## config.mk

```make
export PLATFORM = sky130hd
export DESIGN_NAME = mem_arbiter
export DESIGN_NICKNAME = d
export VERILOG_FILES = /design/src/rtl/mem_arb_pkg.sv /design/src/rtl/rr_arb2.sv /design/src/rtl/mem_arbiter.sv
export SDC_FILE = /design/constraint.sdc
export NUM_CORES = 1
export LEC_CHECK = 0
export CAP_MARGIN = 20
export CORE_AREA = 2 2 232 234
export CTS_CLUSTER_DIAMETER = 120
export DETAILED_ROUTE_END_ITERATION = 8
export DIE_AREA = 0 0 234 236
export HOLD_SLACK_MARGIN = 0.03
export PLACE_DENSITY = 0.5
export SYNTH_ARGS = -nofsm -noshare
export SYNTH_HDL_FRONTEND = slang
export SYNTH_SLANG_ARGS = --single-unit
```

## constraint.sdc

```tcl
create_clock -name i_clk -period 3.4 [get_ports i_clk]
set_input_delay 1.02 -clock i_clk [delete_from_list [all_inputs] [get_ports i_clk]]
set_output_delay 1.02 -clock i_clk [all_outputs]
set_load 0.02 [all_outputs]
```

## src/rtl/mem_arb_pkg.sv

```systemverilog
// Shared types and constants for the IFU/LSU memory arbiter.
// Holds the FSM state and owner enums, bus widths and the legal store-mask set.
package mem_arb_pkg;

    localparam int unsigned ADDR_W = 64;
    localparam int unsigned DATA_W = 64;
    localparam int unsigned MASK_W = 8;
    localparam int unsigned CNT_W  = 4;

    typedef logic [ADDR_W-1:0] addr_t;
    typedef logic [DATA_W-1:0] data_t;
    typedef logic [MASK_W-1:0] mask_t;

    typedef enum logic [1:0] {
        ST_IDLE = 2'd0,
        ST_BUSY = 2'd1,
        ST_RESP = 2'd2
    } state_e;

    typedef enum logic {
        OWN_IFU = 1'b0,
        OWN_LSU = 1'b1
    } owner_e;

    localparam mask_t MASK_BYTE  = 8'h01;
    localparam mask_t MASK_HALF  = 8'h03;
    localparam mask_t MASK_WORD  = 8'h0F;
    localparam mask_t MASK_DWORD = 8'hFF;

    // Request captured at handshake and held for the whole transaction
    typedef struct packed {
        owner_e owner;
        addr_t  addr;
        logic   we;
        data_t  wdata;
        mask_t  wmask;
    } req_t;

    function automatic logic mask_legal(input mask_t m);
        return (m == MASK_BYTE) || (m == MASK_HALF) || (m == MASK_WORD) || (m == MASK_DWORD);
    endfunction

endpackage

```

## src/rtl/rr_arb2.sv

```systemverilog
// Two-way round-robin arbiter between IFU and LSU with a last-grant register.
// A grant is only issued while enabled and always implies the matching request.
module rr_arb2
    import mem_arb_pkg::*;
(
    input  logic i_clk,
    input  logic i_rst_n,
    input  logic i_en,
    input  logic i_req_ifu,
    input  logic i_req_lsu,
    output logic o_gnt_ifu_c,
    output logic o_gnt_lsu_c
);

    owner_e r_last;

    // After reset LSU counts as last granted, so IFU wins the first tie
    always_ff @(posedge i_clk) begin
        if (!i_rst_n) begin
            r_last <= OWN_LSU;
        end else if (o_gnt_ifu_c || o_gnt_lsu_c) begin
            r_last <= o_gnt_ifu_c ? OWN_IFU : OWN_LSU;
        end
    end

    always_comb begin
        o_gnt_ifu_c = 1'b0;
        o_gnt_lsu_c = 1'b0;
        if (i_en) begin
            if (i_req_ifu && i_req_lsu) begin
                o_gnt_ifu_c = (r_last == OWN_LSU);
                o_gnt_lsu_c = (r_last == OWN_IFU);
            end else begin
                o_gnt_ifu_c = i_req_ifu;
                o_gnt_lsu_c = i_req_lsu;
            end
        end
    end

endmodule

```

## src/rtl/mem_arbiter.sv

```systemverilog
// Single-outstanding memory arbiter: IFU reads and LSU loads/stores share one memory port.
// Optional store-mask checking is enabled by defining MEM_ARB_MASK_CHECK_EN.
module mem_arbiter
    import mem_arb_pkg::*;
#(
    parameter int unsigned LATENCY = 1
) (
    input  logic              i_clk,
    input  logic              i_rst_n,
    input  logic              i_ifu_req_valid,
    output logic              o_ifu_req_ready_c,
    input  logic [ADDR_W-1:0] i_ifu_req_addr,
    output logic              o_ifu_resp_valid,
    output logic [DATA_W-1:0] o_ifu_resp_data,
    input  logic              i_lsu_req_valid,
    output logic              o_lsu_req_ready_c,
    input  logic [ADDR_W-1:0] i_lsu_req_addr,
    input  logic              i_lsu_req_we,
    input  logic [DATA_W-1:0] i_lsu_req_wdata,
    input  logic [MASK_W-1:0] i_lsu_req_wmask,
    output logic              o_lsu_resp_valid,
    output logic [DATA_W-1:0] o_lsu_resp_data,
    output logic              o_lsu_resp_err,
    output logic              o_mem_rd_en,
    output logic [ADDR_W-1:0] o_mem_rd_addr,
    input  logic [DATA_W-1:0] i_mem_rd_data,
    output logic              o_mem_we_en,
    output logic [ADDR_W-1:0] o_mem_we_addr,
    output logic [DATA_W-1:0] o_mem_we_data,
    output logic [MASK_W-1:0] o_mem_we_mask
);

    state_e            r_state;
    logic [CNT_W-1:0]  r_cnt;
    req_t              r_req;
    logic              r_bad;
    logic [DATA_W-1:0] r_resp_data;
    logic              r_ifu_resp_valid;
    logic              r_lsu_resp_valid;
    logic              r_lsu_resp_err;
    logic              r_mem_rd_en;
    logic              r_mem_we_en;

    state_e            w_state_nxt;
    logic [CNT_W-1:0]  w_cnt_nxt;
    req_t              w_req_nxt;
    logic              w_bad_nxt;
    logic [DATA_W-1:0] w_resp_data_nxt;
    logic              w_ifu_resp_valid_nxt;
    logic              w_lsu_resp_valid_nxt;
    logic              w_lsu_resp_err_nxt;
    logic              w_mem_rd_en_nxt;
    logic              w_mem_we_en_nxt;
    logic              w_arb_en;
    logic              w_gnt_ifu;
    logic              w_gnt_lsu;
    logic              w_mask_bad;

    // Grants only in IDLE and never while reset is held
    assign w_arb_en = (r_state == ST_IDLE) && i_rst_n;

    rr_arb2 u_rr_arb2 (
        .i_clk       (i_clk),
        .i_rst_n     (i_rst_n),
        .i_en        (w_arb_en),
        .i_req_ifu   (i_ifu_req_valid),
        .i_req_lsu   (i_lsu_req_valid),
        .o_gnt_ifu_c (w_gnt_ifu),
        .o_gnt_lsu_c (w_gnt_lsu)
    );

`ifdef MEM_ARB_MASK_CHECK_EN
    assign w_mask_bad = i_lsu_req_we && !mask_legal(i_lsu_req_wmask);
`else
    assign w_mask_bad = 1'b0;
`endif

    // Enables and response pulses are registered from next-state lookahead
    always_comb begin
        w_state_nxt          = r_state;
        w_cnt_nxt            = r_cnt;
        w_req_nxt            = r_req;
        w_bad_nxt            = r_bad;
        w_resp_data_nxt      = r_resp_data;
        w_ifu_resp_valid_nxt = 1'b0;
        w_lsu_resp_valid_nxt = 1'b0;
        w_lsu_resp_err_nxt   = 1'b0;
        w_mem_rd_en_nxt      = 1'b0;
        w_mem_we_en_nxt      = 1'b0;

        case (r_state)
            ST_IDLE: begin
                if (w_gnt_ifu || w_gnt_lsu) begin
                    w_state_nxt = ST_BUSY;
                    w_cnt_nxt   = CNT_W'(LATENCY - 1);
                    if (w_gnt_ifu) begin
                        w_req_nxt.owner = OWN_IFU;
                        w_req_nxt.addr  = i_ifu_req_addr;
                        w_req_nxt.we    = 1'b0;
                        w_req_nxt.wdata = '0;
                        w_req_nxt.wmask = '0;
                        w_bad_nxt       = 1'b0;
                    end else begin
                        w_req_nxt.owner = OWN_LSU;
                        w_req_nxt.addr  = i_lsu_req_addr;
                        w_req_nxt.we    = i_lsu_req_we;
                        w_req_nxt.wdata = i_lsu_req_wdata;
                        w_req_nxt.wmask = i_lsu_req_wmask;
                        w_bad_nxt       = w_mask_bad;
                    end
                    w_mem_rd_en_nxt = !w_req_nxt.we;
                    w_mem_we_en_nxt = w_req_nxt.we && !w_bad_nxt;
                end
            end
            ST_BUSY: begin
                if (r_cnt == '0) begin
                    w_state_nxt          = ST_RESP;
                    w_resp_data_nxt      = r_req.we ? '0 : i_mem_rd_data;
                    w_ifu_resp_valid_nxt = (r_req.owner == OWN_IFU);
                    w_lsu_resp_valid_nxt = (r_req.owner == OWN_LSU);
                    w_lsu_resp_err_nxt   = (r_req.owner == OWN_LSU) && r_bad;
                end else begin
                    w_cnt_nxt       = r_cnt - CNT_W'(1);
                    w_mem_rd_en_nxt = !r_req.we;
                end
            end
            ST_RESP: begin
                w_state_nxt = ST_IDLE;
            end
            default: begin
                w_state_nxt = ST_IDLE;
            end
        endcase
    end

    always_ff @(posedge i_clk) begin
        if (!i_rst_n) begin
            r_state          <= ST_IDLE;
            r_cnt            <= '0;
            r_req            <= '0;
            r_bad            <= 1'b0;
            r_resp_data      <= '0;
            r_ifu_resp_valid <= 1'b0;
            r_lsu_resp_valid <= 1'b0;
            r_lsu_resp_err   <= 1'b0;
            r_mem_rd_en      <= 1'b0;
            r_mem_we_en      <= 1'b0;
        end else begin
            r_state          <= w_state_nxt;
            r_cnt            <= w_cnt_nxt;
            r_req            <= w_req_nxt;
            r_bad            <= w_bad_nxt;
            r_resp_data      <= w_resp_data_nxt;
            r_ifu_resp_valid <= w_ifu_resp_valid_nxt;
            r_lsu_resp_valid <= w_lsu_resp_valid_nxt;
            r_lsu_resp_err   <= w_lsu_resp_err_nxt;
            r_mem_rd_en      <= w_mem_rd_en_nxt;
            r_mem_we_en      <= w_mem_we_en_nxt;
        end
    end

    assign o_ifu_req_ready_c = w_gnt_ifu;
    assign o_lsu_req_ready_c = w_gnt_lsu;
    assign o_ifu_resp_valid  = r_ifu_resp_valid;
    assign o_ifu_resp_data   = r_resp_data;
    assign o_lsu_resp_valid  = r_lsu_resp_valid;
    assign o_lsu_resp_data   = r_resp_data;
    assign o_lsu_resp_err    = r_lsu_resp_err;
    assign o_mem_rd_en       = r_mem_rd_en;
    assign o_mem_rd_addr     = r_req.addr;
    assign o_mem_we_en       = r_mem_we_en;
    assign o_mem_we_addr     = r_req.addr;
    assign o_mem_we_data     = r_req.wdata;
    assign o_mem_we_mask     = r_req.wmask;

endmodule

```

Fig. 1: nets reached from selected ports
(1.5 px per µm)
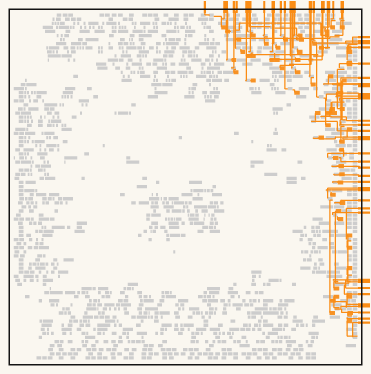
- orange: `i_mem_rd_data` (bits 64; direction input; edge 35 right, 29 top; end cells 64; buffers 64; wire 2300 µm)
IO Count: 604
number of I/O port buffers: 602

Fig. 2: where the registers sit
(1.5 px per µm) Other sequential cells in the stronger gray, the rest of the logic in the fainter gray.
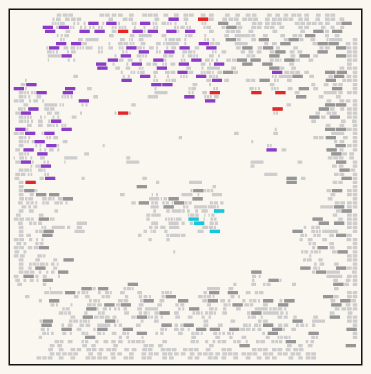
- cyan: `r_cnt` (flops 4; where middle)
- purple: `o_mem_we_data` (flops 64)
- red: `o_mem_we_mask` (flops 8)
Seq area share: 0.262
Register Area: 4260 µm²
fin util: 0.306
Seq. pwr: 2.94 mW

==> ci_impl_report.md <==
## PnR job results

| Metric | Value |
|---|---|
| Top cell excl fill/tap | clkdlybuf4s50_1 |
| Top area contributor share | 0.401 |
| # Taps | roughly 700 |
| Arrival time of the worst setup path | between 2 and 2.5 ns |
| Hold WS | between 0.4 and 0.5 ns |
| Synth warn | 0 |
| Share of cells above drive strength 1 | 0.0816 |
| Yosys cell count | 1196 |
| Setup crit start kind | input port |
| DR WL/cell | slightly below 20 µm |
| Worst vdd ir | about 0.34 mV |
| Final hold viol count | 0 |
| Grt total ovfl | 0 |
| Hold depth | 2 |
| Postcts setup bufs | 0 |
| Clock tree buffer depth | 3 |
| Net Count, Synth | 1467 |
| OpenROAD warning count | 31 |
| Biggest Area Class | non-clock buffers |
| Most numerous logic cells after layout | clkdlybuf4s50_1 (598), dfxtp_1 (213), a21oi_1 (139) |
| Flop count | between 200 and 250 |
| Post-CTS sizing | 2 |
| Max Cap Violations | 0 |
| Sequential area share after synthesis | 0.401 |
| Dominant register cell | dfxtp_1 |
| Comb area | roughly 3900 µm² |
| Signal buffers | 628 |
| Top-count cell post-synth | buf_4 |
| CTS Sinks | roughly 210 |
| Async SR Flop Fraction | 0 |
| Fillcell total | between 5000 and 6000 |
| Run status | completed |
stage by stage:
step / worst slack [ns] / util / cell area (µm²)
detailed placement: -0.192 / 0.289 / 15300
global placement: -0.237 / 0.289 / 15300
CTS: 0.129 / 0.306 / 16200
floorplan: 0.153 / - / 10600
finish: 0.184 / 0.306 / 16300
global route: 0.0976 / 0.306 / 16300
worst max-delay path: cells and delay by family:
family | cells | cell delay, ns
simple gates | 2 | 0.71
buf+inv | 2 | 0.45
power by group:
group	switching, mW	internal (mW)	total (mW)
registers	0.210	2.73	2.94
logic	1.34	1.21	2.54
clock network	1.22	1.82	3.04
routing by layer:
layer	global-route usage	wire length, µm	share of wire
met5	0	42	0.00097
met4	0.0420	1050	0.024
met3	0.0346	3130	0.072
met1	0.183	17600	0.41
met2	0.244	21500	0.50
Power figures rest on the tool's default switching activity, not on a simulated workload.
